$ cat src/rtl/cc_roadfighter_pkg.sv
// Shared types and constants for the road-fighter obstacle path.
// Also used by the gameplay stage for the blocking patterns.
package cc_roadfighter_pkg;

  // STROBE owns bit 2 alone so the load strobe is a single flop
  typedef enum logic [2:0] {
    S_IDLE   = 3'b000,
    S_RUN    = 3'b001,
    S_GEN    = 3'b011,
    S_STROBE = 3'b100
  } obs_state_t;

  localparam int LANES   = 4;
  localparam int P0_BASE = 0;
  localparam int P1_BASE = 4;
  localparam int RDW     = 8;

  localparam logic [7:0] BLOCK_P0 = 8'h0F;
  localparam logic [7:0] BLOCK_P1 = 8'hF0;

  localparam logic [15:0] SEED_DEF  = 16'hACE1;
  localparam logic [15:0] LFSR_TAPS = 16'hB400;

  localparam int MIN_PERIOD = 4;

  function automatic logic [7:0] lane_bit(
    input logic [1:0] lane,
    input int         base
  );
    lane_bit = 8'h01 << (base + int'(lane));
  endfunction

  // {p1, p0}; one-hot lanes can never form a blocking pattern
  function automatic logic [15:0] build_row(
    input logic [15:0] l
  );
    logic [7:0] p0;
    logic [7:0] p1;
    p0 = l[5] ? lane_bit(l[1:0], P0_BASE) : 8'h00;
    p1 = l[6] ? lane_bit(l[4:3], P1_BASE) : 8'h00;
    build_row = {p1, p0};
  endfunction

endpackage

$ cat src/rtl/cc_obstacle_generator_if.sv
// Row bus between the obstacle generator and the gameplay stage.
interface cc_obstacle_generator_if;
  import cc_roadfighter_pkg::*;

  logic           CC_ObstacleGen_enable_InHigh;
  logic [1:0]     CC_ObstacleGen_speed_InBUS;
  logic [RDW-1:0] P0_CC_ObstacleGen_data_OutBUS;
  logic [RDW-1:0] P1_CC_ObstacleGen_data_OutBUS;
  logic           CC_ObstacleGen_load_OutLow;
  logic [7:0]     CC_ObstacleGen_rowCount_OutBUS;

  modport master (
    input  CC_ObstacleGen_enable_InHigh,
    input  CC_ObstacleGen_speed_InBUS,
    output P0_CC_ObstacleGen_data_OutBUS,
    output P1_CC_ObstacleGen_data_OutBUS,
    output CC_ObstacleGen_load_OutLow,
    output CC_ObstacleGen_rowCount_OutBUS
  );

  modport slave (
    output CC_ObstacleGen_enable_InHigh,
    output CC_ObstacleGen_speed_InBUS,
    input  P0_CC_ObstacleGen_data_OutBUS,
    input  P1_CC_ObstacleGen_data_OutBUS,
    input  CC_ObstacleGen_load_OutLow,
    input  CC_ObstacleGen_rowCount_OutBUS
  );

endinterface

$ cat src/rtl/cc_lfsr16.sv
// 16-bit Galois LFSR, x^16+x^14+x^13+x^11+1, self-recovering from zero.
module cc_lfsr16
  import cc_roadfighter_pkg::*;
(
  input  logic        clk,
  input  logic        rst_n,
  input  logic        en,
  input  logic [15:0] seed,
  output logic [15:0] state
);

  logic [15:0] nxt;

  always_comb begin
    nxt = {1'b0, state[15:1]};
    if (state[0]) nxt = nxt ^ LFSR_TAPS;
  end

  always_ff @(posedge clk or negedge rst_n) begin
    if (!rst_n) begin
      state <= seed;
    end else if (state == 16'h0000) begin
      state <= seed;
    end else if (en) begin
      state <= nxt;
    end
  end

endmodule

$ cat src/rtl/cc_obstacle_generator.sv
// Paces the road scroll and emits one LFSR-built obstacle row per tick.
module cc_obstacle_generator
  import cc_roadfighter_pkg::*;
#(
  parameter int          TICK_PERIOD = 25000000,
  parameter int          GAP_ROWS    = 2,
  parameter logic [15:0] LFSR_SEED   = SEED_DEF,
  parameter int          RDATAWIDTH  = RDW
) (
  input logic CC_ObstacleGen_CLOCK_50,
  input logic CC_ObstacleGen_RESET_InLow,
  cc_obstacle_generator_if.master bus
);

  localparam int CB = $clog2(TICK_PERIOD + 1);
  localparam int CW = (CB < 3) ? 3 : CB;

  logic clk;
  logic rst_n;
  logic en;
  assign clk   = CC_ObstacleGen_CLOCK_50;
  assign rst_n = CC_ObstacleGen_RESET_InLow;
  assign en    = bus.CC_ObstacleGen_enable_InHigh;

  obs_state_t state;
  obs_state_t nxt_state;

  logic [CW-1:0]         cnt;
  logic [CW-1:0]         per;
  logic                  tick;
  logic [3:0]            gap;
  logic [15:0]           lfsr;
  logic [15:0]           row;
  logic [RDATAWIDTH-1:0] p0_q;
  logic [RDATAWIDTH-1:0] p1_q;
  logic [7:0]            rc;

  cc_lfsr16 u_lfsr (
    .clk   (clk),
    .rst_n (rst_n),
    .en    (en),
    .seed  (LFSR_SEED),
    .state (lfsr)
  );

  // faster speeds shorten the period but never below the floor
  always_comb begin
    per = CW'(TICK_PERIOD >> bus.CC_ObstacleGen_speed_InBUS);
    if (per < CW'(MIN_PERIOD)) per = CW'(MIN_PERIOD);
  end

  assign tick = (cnt >= per - CW'(1));
  assign row  = build_row(lfsr);

  always_ff @(posedge clk or negedge rst_n) begin
    if (!rst_n) state <= S_IDLE;
    else        state <= nxt_state;
  end

  always_comb begin
    nxt_state = state;
    unique case (state)
      S_IDLE: begin
        if (en) nxt_state = S_RUN;
      end
      S_RUN: begin
        if (!en)       nxt_state = S_IDLE;
        else if (tick) nxt_state = S_GEN;
      end
      S_GEN: begin
        nxt_state = S_STROBE;
      end
      S_STROBE: begin
        nxt_state = en ? S_RUN : S_IDLE;
      end
      default: begin
        nxt_state = S_IDLE;
      end
    endcase
  end

  always_ff @(posedge clk or negedge rst_n) begin
    if (!rst_n) begin
      cnt  <= '0;
      gap  <= '0;
      p0_q <= '0;
      p1_q <= '0;
      rc   <= '0;
    end else begin
      if (state == S_IDLE || tick) cnt <= '0;
      else                         cnt <= cnt + CW'(1);
      if (state == S_GEN) begin
        if (gap != 4'd0) begin
          p0_q <= '0;
          p1_q <= '0;
          gap  <= gap - 4'd1;
        end else begin
          p0_q <= RDATAWIDTH'(row[7:0]);
          p1_q <= RDATAWIDTH'(row[15:8]);
          gap  <= 4'(GAP_ROWS);
        end
      end
      if (state == S_STROBE) rc <= rc + 8'd1;
    end
  end

  assign bus.P0_CC_ObstacleGen_data_OutBUS  = RDW'(p0_q);
  assign bus.P1_CC_ObstacleGen_data_OutBUS  = RDW'(p1_q);
  assign bus.CC_ObstacleGen_load_OutLow     = ~state[2];
  assign bus.CC_ObstacleGen_rowCount_OutBUS = rc;

endmodule
$ cat src/flat_wrapper.sv
// flat-port wrapper written by rule: the top's interface ports become plain ports
module cc_obstacle_generator_flat import cc_roadfighter_pkg::*;
#(
  parameter int          TICK_PERIOD = 25000000,
  parameter int          GAP_ROWS    = 2,
  parameter logic [15:0] LFSR_SEED   = SEED_DEF,
  parameter int          RDATAWIDTH  = RDW
)
  (CC_ObstacleGen_CLOCK_50, CC_ObstacleGen_RESET_InLow, bus_CC_ObstacleGen_enable_InHigh, bus_CC_ObstacleGen_speed_InBUS, bus_P0_CC_ObstacleGen_data_OutBUS, bus_P1_CC_ObstacleGen_data_OutBUS, bus_CC_ObstacleGen_load_OutLow, bus_CC_ObstacleGen_rowCount_OutBUS);
  cc_obstacle_generator_if bus_i ();
  input logic CC_ObstacleGen_CLOCK_50;
  input logic CC_ObstacleGen_RESET_InLow;
  input wire logic [$bits(bus_i.CC_ObstacleGen_enable_InHigh)-1:0] bus_CC_ObstacleGen_enable_InHigh;
  input wire logic [$bits(bus_i.CC_ObstacleGen_speed_InBUS)-1:0] bus_CC_ObstacleGen_speed_InBUS;
  output wire logic [$bits(bus_i.P0_CC_ObstacleGen_data_OutBUS)-1:0] bus_P0_CC_ObstacleGen_data_OutBUS;
  output wire logic [$bits(bus_i.P1_CC_ObstacleGen_data_OutBUS)-1:0] bus_P1_CC_ObstacleGen_data_OutBUS;
  output wire logic [$bits(bus_i.CC_ObstacleGen_load_OutLow)-1:0] bus_CC_ObstacleGen_load_OutLow;
  output wire logic [$bits(bus_i.CC_ObstacleGen_rowCount_OutBUS)-1:0] bus_CC_ObstacleGen_rowCount_OutBUS;
  assign bus_i.CC_ObstacleGen_enable_InHigh = bus_CC_ObstacleGen_enable_InHigh;
  assign bus_i.CC_ObstacleGen_speed_InBUS = bus_CC_ObstacleGen_speed_InBUS;
  assign bus_P0_CC_ObstacleGen_data_OutBUS = bus_i.P0_CC_ObstacleGen_data_OutBUS;
  assign bus_P1_CC_ObstacleGen_data_OutBUS = bus_i.P1_CC_ObstacleGen_data_OutBUS;
  assign bus_CC_ObstacleGen_load_OutLow = bus_i.CC_ObstacleGen_load_OutLow;
  assign bus_CC_ObstacleGen_rowCount_OutBUS = bus_i.CC_ObstacleGen_rowCount_OutBUS;
  cc_obstacle_generator #(.TICK_PERIOD(TICK_PERIOD), .GAP_ROWS(GAP_ROWS), .LFSR_SEED(LFSR_SEED), .RDATAWIDTH(RDATAWIDTH)) u_core (.CC_ObstacleGen_CLOCK_50(CC_ObstacleGen_CLOCK_50), .CC_ObstacleGen_RESET_InLow(CC_ObstacleGen_RESET_InLow), .bus(bus_i));
endmodule
$ cat config.mk
export PLATFORM = sky130hd
export DESIGN_NAME = cc_obstacle_generator_flat
export DESIGN_NICKNAME = d
export VERILOG_FILES = /design/src/rtl/cc_roadfighter_pkg.sv /design/src/rtl/cc_obstacle_generator_if.sv /design/src/rtl/cc_lfsr16.sv /design/src/rtl/cc_obstacle_generator.sv /design/src/flat_wrapper.sv
export SDC_FILE = /design/constraint.sdc
export NUM_CORES = 1
export LEC_CHECK = 0
export ABC_AREA = 1
export CAP_MARGIN = 10
export CORE_MARGIN = 2
export CORE_UTILIZATION = 45
export DETAILED_ROUTE_END_ITERATION = 12
export PLACE_DENSITY = 0.67
export SLEW_MARGIN = 20
export SYNTH_ARGS = -nofsm -noshare
export SYNTH_HDL_FRONTEND = slang
export SYNTH_SLANG_ARGS = --single-unit
$ cat constraint.sdc
create_clock -name CC_ObstacleGen_CLOCK_50 -period 1.5 [get_ports CC_ObstacleGen_CLOCK_50]
set_input_delay 0.3 -clock CC_ObstacleGen_CLOCK_50 [delete_from_list [all_inputs] [get_ports CC_ObstacleGen_CLOCK_50]]
set_output_delay 0.3 -clock CC_ObstacleGen_CLOCK_50 [all_outputs]
set_load 0.05 [all_outputs]
Fig. 1: metal layers overlaid
Two of the layers only.
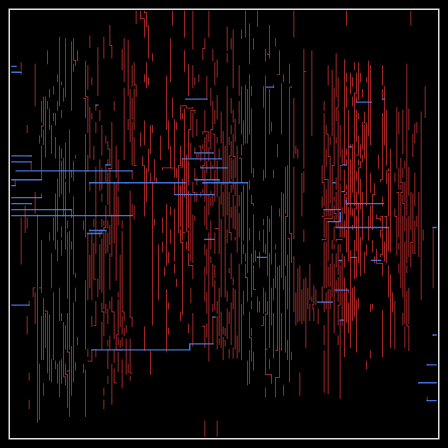
legend:
  red:
    layer: met2
    wire_length: 4990 um
  blue:
    layer: met3
    wire_length: 269 um
DR WL/cell: 14.1 um
GRT Overall Usage: 21.6%

Fig. 2: local utilization
Scale bar: 20 um. 10 x 10 tiles, from dark purple (low) to yellow (high), 0 to 100% covered.
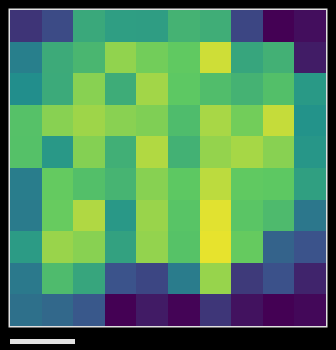
fullest tile: 97%
mean over tiles: 57%
nearly empty tiles: 4.0%
emptiest ninth of the die: bottom right

Fig. 3: signal metal coverage by tile
19 x 19 tiles, from dark purple (low) to yellow (high), scaled to the fullest tile. Values are wire area over tile area, all layers added.
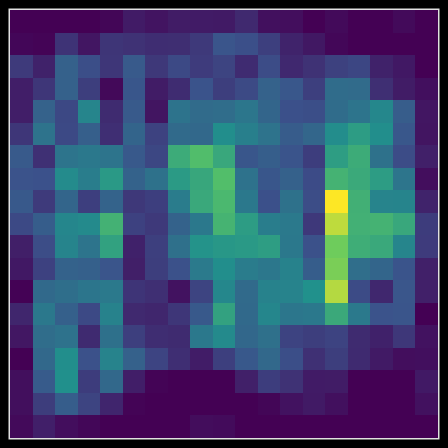
emptiest ninth of the die: bottom right
tiles over half the peak: 10%
mean over tiles: 0.16
nearly empty tiles: 14%

==> impl_metrics.ini <==
; flow metrics
[status]
outcome = complete, but fails checks
violations = setup timing

[setup_path]
crit_required_ns = 1.72
end_kind = flop
reg2reg_to = u_core.cnt[13]
r2r_start = u_core.cnt[22]
crit_top_cell = buf_12
cp.arrival_ns = 2.18
critPathTopFamily = simple AND/OR/NAND/NOR gates
regToRegSetupSlack_ns = -0.46
worstPathMaxFanout = 5
critical_path_class = flop to flop
crit_chain = ha_4 > nand2_4 > nor2_4 > nand2_2 > nor3_4 > nand2_2 > nand4_4 > buf_12 > buf_12 > buf_12 > nor2_4
slowest_stage = dfrtp_1
rr_worst_depth = 11

[pwr]
clkPwrFrac_pct = 40.5
switchingPower_mw = 1.05
ir_drop_v = 0.000788
p_seq_share_pct = 46.2
p_int_mw = 3.08
p_leak_nw = 2.52
fin_total_pwr_mw = 4.13
power_frac_comb_pct = 13.2
powerDensity_nw_per_um2 = 737
switching_share_pct = 25.3

[drt]
dr.pass1.iters = 4
vias_per_cell = 4.95
drtIter0Drc = 143
ant_nets = 0
num_vias = 3441
drt-total-wl_mm = 9.83

[synth]
syn-instance-count = 485
ys_warn_count = 0
synth-simple-area-share_pct = 31.0
yosys.area_share.xor_xnor_pct = 6.01
synth_chip_area_sq_um = 3930
synth_cell_types = 38
netlist_area_sq_um = 3930
yosysSeqAreaShare_pct = 41.0
synth-compound-area-share_pct = 5.66
yosys-stat-cells = 485
ys_sh_mux_pct = 0.286
avgSynthCellArea_sq_um = 8.11
netlist_logic_family_top = simple AND/OR/NAND/NOR gates

[cells_and_area]
lay_top_count = nand2_1
final_cells = 695
finish.instance_area_sq_um = 5600
layout-drive-gt1-share_pct = 34.2
area_delta_synth_final_pct = 42.4
mostFrequentLayoutCells = nand2_1, buf_4, dfrtp_1
utilization_pct = 65.2
fin_nets = 612

[timing]
setup_tns_ns = -9.81
final_max_slew_viol_count = 0
hold_violations = 0
setup_slack_ns = -0.464
rsz0062_at_grt = true
timing.final.crit_period_ns = 1.96
period_used_pct = 131
finalSetupViolations = 26
clock.fmax_ghz = 0.509

[flow_run]
tool_warnings = 29
maxCapViolCount = 0

[clock_network]
clock_path_buffers = 2
h-tree-depth = 3
root_buffer = clkbuf_8
cts_tree = yes
clk_pin_slew_worst_paths_ns = 0.07
postCtsHoldBufs = 1
cts_resized = 39
cts_setup_buffers = 11
insertion_delay_ns = 0.34
cts_buffers = 9

[global_route]
antenna_found_initial = 0
grt_pass1_vias = 3518
grt_pass1_wl_mm = 16.4
gr-total-overflow = 0
grt_max_degree = 65

[floorplan]
ioPinCount = 30
core_area_sq_um = 8590
dieWidth_um = 97.5
dieArea_sq_um = 9500
initCoreUtil_pct = 45.8
die_y_um = 97.5
fp-row-count = 34

[min_path]
holdCritPathClass = input pin to async pin

[placed_design]
dpl.cell_count = 660
post_dp_cell_area_sq_um = 4950
io_buffers = 21
hpwl_mm = 6.96
Fig. 4: the clock network
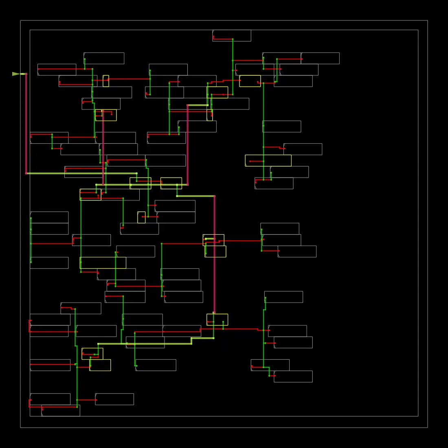
clk sink count: 64
Clock Skew: 0.0120 ns
clkbuf count: 13

Fig. 5: register map, names as in the netlist
Scale bar: 20 um. Other sequential cells in the stronger gray, the rest of the logic in the fainter gray.
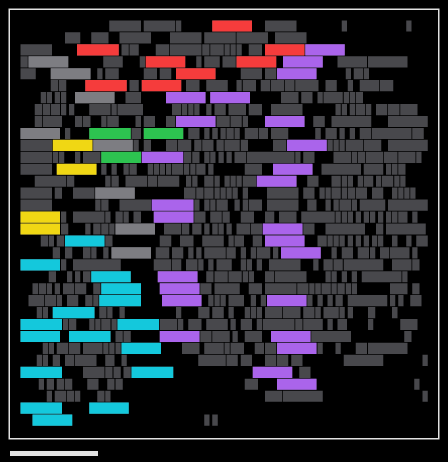
legend:
  green:
    name_in_the_netlist: u_core.state
    sequential_cells: 3
  yellow:
    name_in_the_netlist: u_core.bus.P0_CC_ObstacleGen_data_OutBUS
    sequential_cells: 4
    where: left middle
  purple:
    name_in_the_netlist: u_core.cnt
    sequential_cells: 25
  cyan:
    name_in_the_netlist: u_core.u_lfsr.state
    sequential_cells: 16
  red:
    name_in_the_netlist: u_core.bus.CC_ObstacleGen_rowCount_OutBUS
    sequential_cells: 8

## power groups by stage
stage	Combinational (mW)	Clock, mW	Sequential, mW
after global routing	0.614	1.77	1.92
final	0.546	1.67	1.91
after detailed placement	0.453	0	1.94
after global placement	0.441	0	1.93
after CTS	0.542	1.70	1.91
after floorplan	0.315	0	1.92
## area by class of cell
class                           instances  area, sq um
Sequential cell                        64         1620
Tap cell                              108          135
Fill cell                             690         2990
Inverter                               54          210
Multi-Input combinational cell        362         2400
Clock buffer                           13          159
Clock inverter                          3         65.1
Timing Repair Buffer                   91         1020
## flip-flops by register name, summed over array words and instances, names as in the netlist
register / flops
u_core.cnt: 25
u_core.u_lfsr.state: 16
u_core.gap: 4
u_core.bus.P0_CC_ObstacleGen_data_OutBUS: 4
u_core.bus.CC_ObstacleGen_rowCount_OutBUS: 8
u_core.bus.P1_CC_ObstacleGen_data_OutBUS: 4
u_core.state: 3
## metrics by stage
| stage | hold WS, ns | worst slack [ns] |
|---|---|---|
| 2_1_floorplan | 0.00441 | -0.120 |
| 3_3_place_gp | 0.335 | -0.925 |
| 3_5_place_dp | 0.335 | -0.988 |
| 4_1_cts | 0.486 | -0.405 |
| 5_1_grt | 0.508 | -0.530 |
| 6_report | 0.485 | -0.464 |
## worst max path at each step
stage	start	endpoint	cells after the start
floorplan	bus_CC_ObstacleGen_speed_InBUS[1]	u_core.cnt[13]	11
global placement	bus_CC_ObstacleGen_speed_InBUS[0]	u_core.cnt[18]	14
detailed placement	bus_CC_ObstacleGen_speed_InBUS[0]	u_core.cnt[0]	14
CTS	u_core.cnt[22]	u_core.cnt[8]	11
global route	u_core.cnt[11]	u_core.cnt[8]	13
finish	u_core.cnt[22]	u_core.cnt[13]	11
## synth_stat cells
library cell  instances  share of area, %
buf_6                 2              0.57
xnor2_1               9               2.0
a21boi_1              1              0.19
o21ai_1               2              0.25
o21ai_0              24               3.1
o211ai_1              1              0.19
clkbuf_1              4              0.38
mux2_2                1              0.29
nand3b_1              2              0.38
nor2_2               25               4.0
xor2_1               18               4.0
nor3_2                5               1.3
ha_1                 25               8.0
nand4_1               8               1.3
nor3_1                8               1.0
nor4_1                4              0.64
conb_1                2              0.19
inv_1                47               4.5
buf_4                 8               1.5
a211oi_1              1              0.19
clkinv_1              1             0.095
nand2_1             121                12
nand2_2               2              0.32
inv_2                 6              0.57
o21bai_1              1              0.19
nand3_4               1              0.45
buf_2                 2              0.25
nand3_2               2              0.51
nor2_1               48               4.6
dfstp_2               8               5.3
nor2_4                2              0.57
a21oi_1              11               1.4
nand4_2               1              0.32
a21o_1                1              0.19
nor3_4                2              0.83
dfrtp_1              56                36
nand4_4               1              0.54
nand3_1              22               2.8
## layer usage
| layer | up-vias | GRT usage (%) | wire (um) |
|---|---|---|---|
| li1 | 1729 | - | - |
| met1 | 1624 | 26.5 | 4290 |
| met2 | 65 | 37.5 | 4990 |
| met3 | 23 | 3.88 | 269 |
| met4 | 0 | 9.08 | 288 |
| met5 | - | 0 | 0 |
## logic make-up after synthesis
family	after synthesis
mux	1
flops	64
compound gates	42
other cells	2
xor+xnor	27
simple gates	254
fa+ha+maj	25
buf+inv	70
Power and IR drop assume default switching activity.
